===== config.mk =====
export PLATFORM = sky130hd
export DESIGN_NAME = le_word_assembler
export DESIGN_NICKNAME = d
export VERILOG_FILES = /design/src/rtl/le_word_assembler.sv
export SDC_FILE = /design/constraint.sdc
export NUM_CORES = 1
export LEC_CHECK = 0
export ABC_AREA = 1
export CORE_MARGIN = 2
export CORE_UTILIZATION = 58
export DETAILED_ROUTE_END_ITERATION = 10
export PLACE_DENSITY_LB_ADDON = 0.08
export RECOVER_POWER = 25
export SLEW_MARGIN = 15
export SYNTH_ARGS = -nofsm -noshare
export SYNTH_HDL_FRONTEND = slang
export SYNTH_SLANG_ARGS = --single-unit

===== constraint.sdc =====
create_clock -name clk -period 3.52 [get_ports clk]
set_input_delay 0.704 -clock clk [delete_from_list [all_inputs] [get_ports clk]]
set_output_delay 0.704 -clock clk [all_outputs]
set_load 0.05 [all_outputs]

===== src/rtl/le_word_assembler.sv =====
// Big-endian byte stream to little-endian word assembler.
// One output register; completing bytes reload it with no bubble.
module le_word_assembler #(
    parameter int DATA_W = 32
) (
    input  logic              clk,
    input  logic              reset,
    input  logic              byte_valid_i,
    input  logic [7:0]        byte_data_i,
    input  logic              byte_last_i,
    output logic              byte_ready_o,
    output logic              word_valid_o,
    output logic [DATA_W-1:0] word_data_o,
    output logic [$clog2(DATA_W/8+1)-1:0] word_bcnt_o,
    output logic              word_last_o,
    input  logic              word_ready_i
);

    localparam int BYTE_N = DATA_W / 8;
    localparam int CNT_W  = $clog2(BYTE_N + 1);

    logic [CNT_W-1:0]  cnt;
    logic [CNT_W-1:0]  cnt_nxt;
    logic [DATA_W-1:0] acc;
    logic [DATA_W-1:0] acc_nxt;
    logic [DATA_W-1:0] merged;
    logic              accept;
    logic              complete;

    assign byte_ready_o = !word_valid_o || word_ready_i;
    assign accept       = byte_valid_i && byte_ready_o;
    assign complete     = accept &&
                          (byte_last_i || cnt == CNT_W'(BYTE_N - 1));

    // Accumulator with the current byte in lane cnt; lanes above are zero.
    always_comb begin
        merged = '0;
        for (int k = 0; k < BYTE_N; k++) begin
            if (k < int'(cnt)) begin
                merged[8*k +: 8] = acc[8*k +: 8];
            end else if (k == int'(cnt)) begin
                merged[8*k +: 8] = byte_data_i;
            end
        end
    end

    // Next fill count and accumulator.
    always_comb begin
        cnt_nxt = cnt;
        acc_nxt = acc;
        if (complete) begin
            cnt_nxt = '0;
            acc_nxt = '0;
        end else if (accept) begin
            cnt_nxt = cnt + CNT_W'(1);
            acc_nxt = merged;
        end
    end

    // Fill state register.
    always_ff @(posedge clk or posedge reset) begin
        if (reset) begin
            cnt <= '0;
            acc <= '0;
        end else begin
            cnt <= cnt_nxt;
            acc <= acc_nxt;
        end
    end

    // Output word register: load on completion, drop after transfer.
    always_ff @(posedge clk or posedge reset) begin
        if (reset) begin
            word_valid_o <= 1'b0;
            word_data_o  <= '0;
            word_bcnt_o  <= '0;
            word_last_o  <= 1'b0;
        end else if (complete) begin
            word_valid_o <= 1'b1;
            word_data_o  <= merged;
            word_bcnt_o  <= cnt + CNT_W'(1);
            word_last_o  <= byte_last_i;
        end else if (word_valid_o && word_ready_i) begin
            word_valid_o <= 1'b0;
        end
    end

endmodule


==> run_1/sizes.png <==
The bar under the picture is 20 um long.
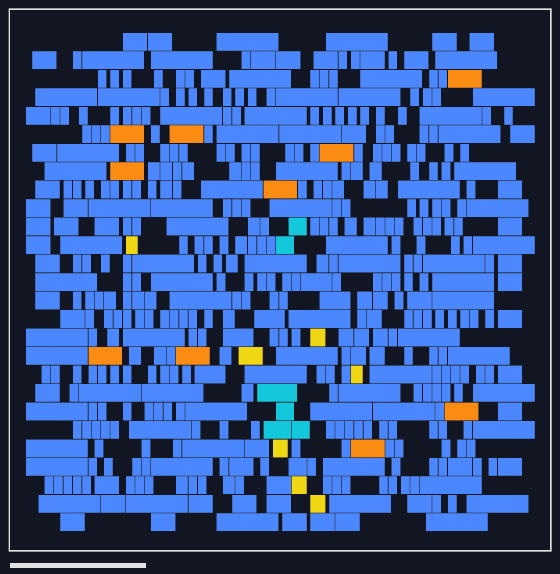
Key: cyan = _3 and _4 cells [cells 6, share 1.3%]; yellow = _2 cells [cells 7, share 1.5%]; blue = _0 and _1 cells [cells 452, share 95%]; orange = _6 and larger [cells 10, share 2.1%]
bufs w/o clock: 55
Area Overhead vs Synth: 20.2%
final setup margin: 0.726 ns
final instance area: 3970 um^2

==> run_1/placement_by_type.png <==
The bar under the picture is 20 um long.
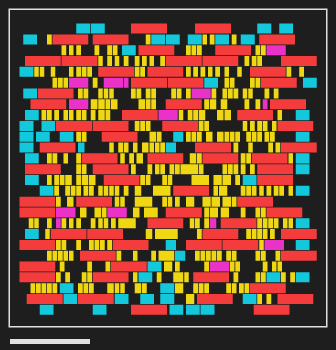
Key: yellow = combinational and other logic [cells 334]; magenta = clock drivers and dummy loads [cells 14]; red = sequential cells [cells 72]; cyan = remaining buffers and delay cells [cells 55]
flop share of the area: 45.4%
Core Util, Final: 72.1%

==> run_1/clk_routes.png <==
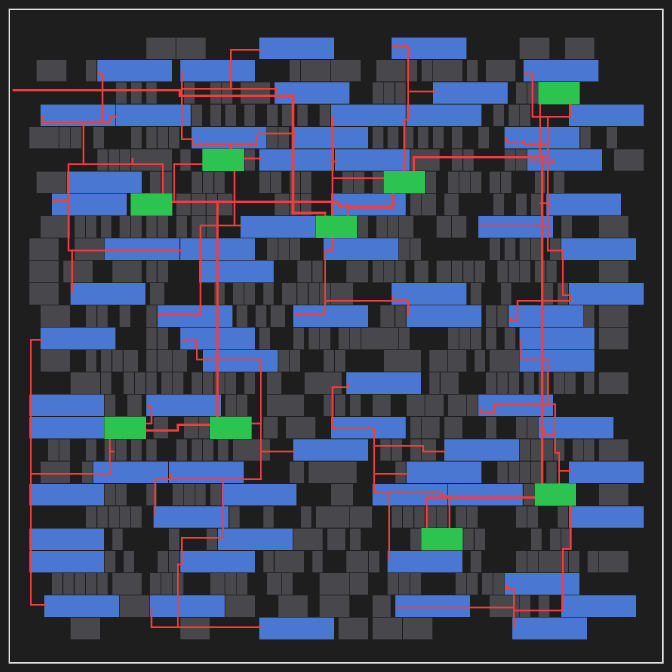
Key: blue = flip-flops [count 72]; green = clock drivers [count 9]; red = clock wires [length 817 um]
There are 10 routed clock nets.
Clock Skews: 0.00669 ns
clock share of power: 21.9%

==> run_1/io_placement.png <==
Pins as bars across the die edge, other pins in grey.
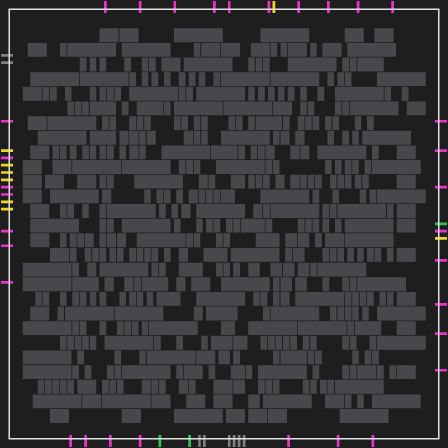
Key: yellow = `byte_data_i` [pins 8, direction input, edge 6 west, 1 north, 1 east]; magenta = `word_data_o` [pins 32, direction output, edge 10 north, 8 east, 7 south, 7 west]; green = `word_bcnt_o` [pins 3, direction output, edge 2 south, 1 east]
All pins by edge: 15 west, 15 south, 11 north, 10 east.
IO buf count: 50
Die H: 79.5 um
die width: 79.5 um

==> impl_metrics.csv, run 1 <==
group,metric,value,unit
synthesis,common_cells,"nand2_1, dfrtp_1, nand3_1, inv_1",
global_routing,use_met1,36.1,%
synthesis,ys_types,18,
synthesis,fp_nets,444,
clocking,ctsResizeCount,0,
power,p_per_area,621,nW/um^2
critical_path,cp_cell_sequence,"clkdlybuf4s50_1 > inv_1 > nand2_2 > clkdlybuf4s50_1",
finish,logic_area,1360,um^2
sta,fin_tns_setup,0,ns
drt,drt-met1-wl,3350,um
drt,wl_met3,417,um
worst_hold_path,whs_path_depth,2,
global_routing,grt_max_degree,42,
power,peakVddDrop,352,uV
critical_path,critPathMaxFanout,3,
synthesis,async_flop_share,100,%
power,leakage,0.00221,uW
critical_path,r2r_cells,7,
synthesis,ys_sh_aoi,1.17,%
global_routing,first_global_vias,2709,
clocking,clockBufferDepth,2,
synthesis,synthAdderAreaFrac,1.89,%
finish,logic_gates,325,
sta,fin_crit_sh,79.4,%
placement,placed_cell_area,3830,um^2
floorplanning,well_tap_count,72,
floorplanning,rows,27,
placement,placed_cells,533,
sta,grt_setup_unrepaired,"false",
critical_path,crit_path_frequent_cell,"clkdlybuf4s50_1",
drt,wire_per_inst,13.3,um
critical_path,critPathSlowestCell,"clkdlybuf4s50_1",
drt,routed_via_density,5.13,
global_routing,met2_usage,41.1,%
floorplanning,io_pins,51,
sta,maxSlewHeadroom,19.2,%
clocking,ctsHoldBuffers,0,
power,powerComb,887,uW
synthesis,synth.top_cell.area_share,54.5,%
global_routing,busiest_layer,"met2",
job,warnings,29,
sta,finalMaxSlewViolations,0,
global_routing,use_met3,6.00,%
clocking,cts_buffers,9,
synthesis,netlist_instances,426,
critical_path,critPathKind,"input port to output port",
finish,comb_share,34.2,%
worst_hold_path,hp-class,"register to register",
finish,fillerInstances,438,
finish,clock_area_share,3.87,%
global_routing,antenna_found_initial,0,
outcome,status,"complete, no violations",
power,clock_net_power,541,uW
synthesis,xor_share,0,%
critical_path,cp_slowest_stage_delay,0.80,ns
synthesis,numSynthFlops,72,
clocking,cts_tree,"yes",
synthesis,ys_sh_simple,38.0,%
job,drv_cap,0,
finish,inv_count,9,
global_routing,overflow,0,
critical_path,cp.depth,4,
finish,largest_class,"registers",
clocking,cts.sinks,72,
clocking,clkTransAtPathRegs,0.06,ns
critical_path,critPathArrivalTime,2.09,ns
power,p_seq,1040,uW
placement,routabilityCongestion,0.794,
synthesis,topCellsByArea,"dfrtp_1, nand2_1, nand3_1",
synthesis,yosys-stat-cells,426,
==> run_1/clocks.png <==
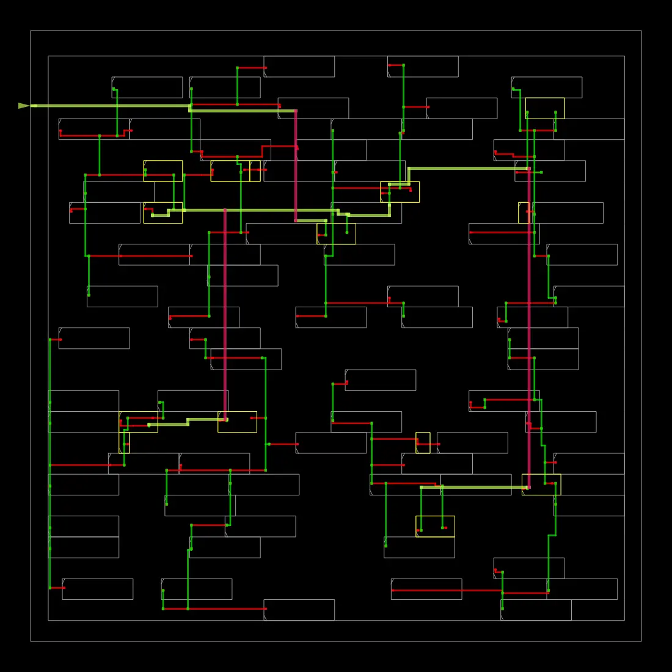

==> run 2: changes to the inputs <==
CORE_UTILIZATION = 48   (was 58)
clock period = 2.4 ns   (was 3.52 ns; I/O delays follow)
==> run_2/clocks.png <==
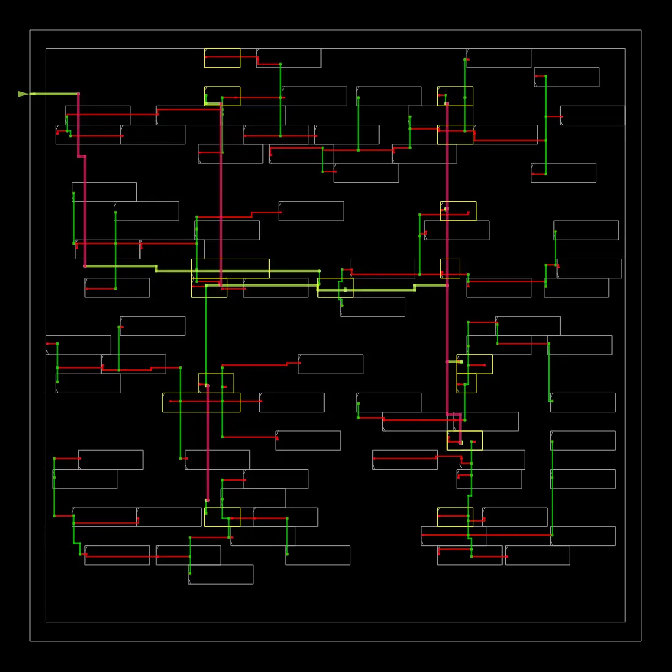
Seq cells: 72
Clk. pwr: 1120 uW
clkbuf count: 12

==> run_2/layer_met4.png <==
The bar under the picture is 20 um long.
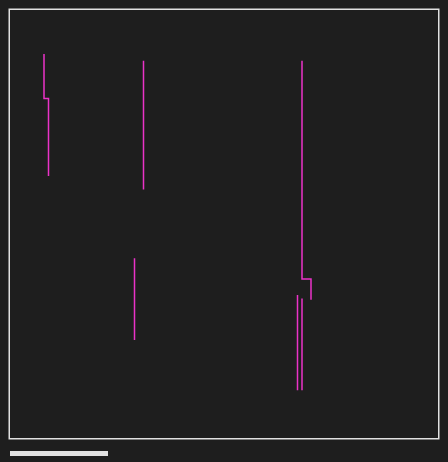
The layer holds 2.1% of the routed length. The layer carries 155 um of wire. The wires run mostly vertical. The longest straight run is 44.2 um. 4 nets have wire on it.
drt total wl: 7470 um
via count: 2762

==> run 2 against run 1 <==
  * Combinational power is 49% higher
  * Die area increased by 20%
  * Critical endpoint is now word_valid_o
  * Via count decreased by 1.5%
  * Register-to-register slack lost 0.79 ns
  * Cell count grew 2.7%
==> impl_metrics.csv, run 2 <==
group,metric,value,unit
outcome,status,"complete, no violations",
critical_path,cp_slowest_stage_delay,0.81,ns
critical_path,r2r_cells,8,
synthesis,synth.top_cell.area_share,54.5,%
sta,fin_tns_setup,0,ns
synthesis,ys_sh_simple,38.0,%
critical_path,cp.depth,1,
finish,seq_area_share,43.8,%
clocking,ctsResizeCount,0,
clocking,cts_tree,"yes",
finish,stdcell_area,4110,um^2
synthesis,ys_types,18,
synthesis,async_flop_share,100,%
critical_path,critPathSlowestCell,"clkdlybuf4s50_1",
global_routing,use_met1,30.8,%
worst_hold_path,whs_path_depth,2,
power,p_per_area,962,nW/um^2
floorplanning,well_tap_count,80,
drt,drt-met1-wl,3520,um
drt,routed_via_density,4.91,
global_routing,busiest_layer,"met2",
power,powerComb,1320,uW
floorplanning,rows,30,
critical_path,critPathMaxFanout,3,
finish,logic_gates,325,
synthesis,ys_sh_aoi,1.17,%
sta,fin_crit_sh,83.4,%
finish,utilization,61.2,%
global_routing,met2_usage,36.0,%
global_routing,antenna_found_initial,0,
finish,fillerInstances,602,
power,peakVddDrop,406,uV
power,p_clk_share,28.2,%
drt,wl_met3,294,um
finish,inv_count,9,
worst_hold_path,hp-class,"register to register",
floorplanning,die_h,87.0,um
==> run 3: changes to the inputs <==
CORE_UTILIZATION = 53   (was 48)
clock period = 2.05 ns   (was 2.4 ns; I/O delays follow)
==> run 3 against run 2 <==
  * Design area decreased by 0.40%
  * Sequential power increased by 17%
  * Register-to-register slack worse by 0.20 ns
  * Synthesized cell count did not move
  * Routed wire length increased by 0.36%
  * Critical path type unchanged
  * First-iteration DRC count rose by 28%
  * Critical path depth is the same
  * Power increased by 13%
  * Via count up 3.6%
  * Utilization grew 7.2 points
  * Clock skew up 0.0029 ns
==> impl_metrics.csv, run 3 <==
group,metric,value,unit
synthesis,netlist_area,3300,um^2
synthesis,synth_chip_area,3300,um^2
sta,grt_setup_unrepaired,"false",
floorplanning,chipArea,6880,um^2
power,p_clk_share,25.2,%
worst_hold_path,whs_path_depth,2,
power,maxPowerGroup,"registers",
clocking,ctsResizeCount,0,
global_routing,antenna_found_initial,0,
clocking,cts_setup_buffers,0,
synthesis,ys_sh_aoi,1.17,%
synthesis,synth.top_cell.area_share,54.5,%
clocking,clkTransAtPathRegs,0.08,ns
clocking,ctsHoldBuffers,0,
power,p_switching,1740,uW
critical_path,critPathMaxFanout,3,
power,peakVddDrop,765,uV
global_routing,met2_usage,37.9,%
finish,seq_area_share,44.0,%
critical_path,critical_path.startpoint_type,"register",
finish,inv_count,9,
drt,wl_met3,328,um
finish,fillerInstances,521,
floorplanning,core_area,5990,um^2
global_routing,grt_max_degree,73,
synthesis,synth-edff-count,0,
clocking,clockBufferDepth,2,
finish,clock_area_share,4.95,%
critical_path,cp.depth,1,
power,swShare,38.9,%
outcome,status,"complete, no violations",
finish,nClkBuffers,14,
worst_hold_path,hp-class,"register to register",
power,p_per_area,1090,nW/um^2
power,clock_net_power,1130,uW
clocking,cts_root_buf,"clkbuf_8",
drt,drt-met1-wl,3560,um
critical_path,crit_end,"word_valid_o",
worst_hold_path,hold_start,"word_data_o[8]$_DFFE_PP0P_",
critical_path,cp_slowest_stage_delay,0.82,ns
sta,fin_crit_sh,96.3,%
synthesis,mux_share,0,%
sta,fin_tns_setup,0,ns
finish,buf_share,14.7,%
global_routing,grt_pass1_wl,13100,um
synthesis,ys_types,18,
drt,wirelength,7500,um
global_routing,busiest_layer,"met2",
drt,wire_per_inst,13.5,um
critical_path,critPathSlowestCell,"clkdlybuf4s50_1",
clocking,cts_tree,"yes",
drt,vias,2862,
finish,flops,72,
synthesis,synthAdderAreaFrac,1.89,%
power,powerComb,1560,uW
clocking,cts.htree.levels,3,
finish,drive_above_1_share,7.07,%
finish,seq_area,1800,um^2
drt,routed_via_density,5.15,
placement,placed_cell_area,3910,um^2
clocking,cts_buffers,9,
critical_path,critPathArrivalTime,1.56,ns
floorplanning,well_tap_count,75,
placement,routabilityCongestion,0.808,
placement,hpwlAfterDp,4800,um
global_routing,grtUsageTotal,23.5,%
critical_path,cp.required,1.64,ns
synthesis,ys_sh_simple,38.0,%
synthesis,yosys-stat-cells,426,
drt,ant_nets,0,
finish,most-common-layout-cells,"nand2_1, dfrtp_1, clkdlybuf4s50_1, nand3_1, clkbuf_8",
synthesis,async_flop_share,100,%
finish,largest_class,"registers",
global_routing,use_met1,31.3,%
floorplanning,rows,28,
critical_path,end_kind,"output port",
finish,logic_area,1360,um^2
critical_path,r2r_cells,6,
finish,utilization,68.4,%
finish,logic_gates,325,
==> run_3/io_placement.png <==
Pins as bars across the die edge, other pins in grey.
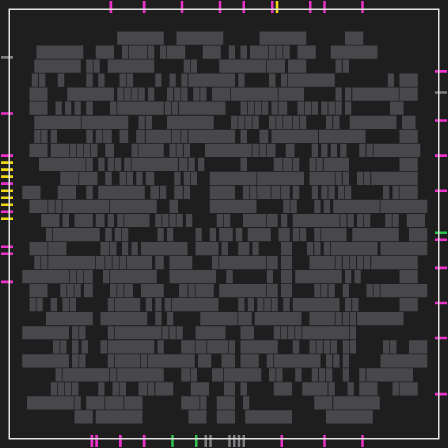
Key: green = `word_bcnt_o` [pins 3, direction output, edge 2 south, 1 east]; yellow = `byte_data_i` [pins 8, direction input, edge 7 west, 1 north]; magenta = `word_data_o` [pins 32, direction output, edge 9 east, 9 north, 7 south, 7 west]
Die H: 83.0 um
die width: 83.0 um

==> run_3/sizes.png <==
The bar under the picture is 20 um long.
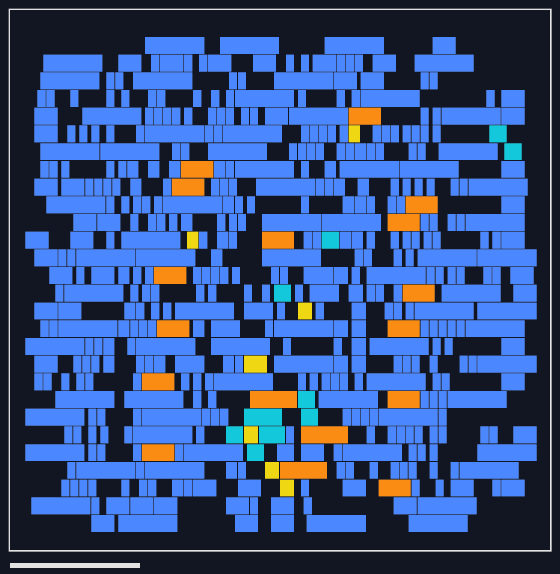
Key: yellow = _2 cells [cells 7, share 1.5%]; blue = _0 and _1 cells [cells 447, share 93%]; orange = _6 and larger [cells 17, share 3.5%]; cyan = _3 and _4 cells [cells 10, share 2.1%]
final instance area: 4100 um^2
bufs w/o clock: 59
final setup margin: 0.0760 ns
Area Overhead vs Synth: 24.0%

Power figures rest on the tool's default switching activity, not on a simulated workload.
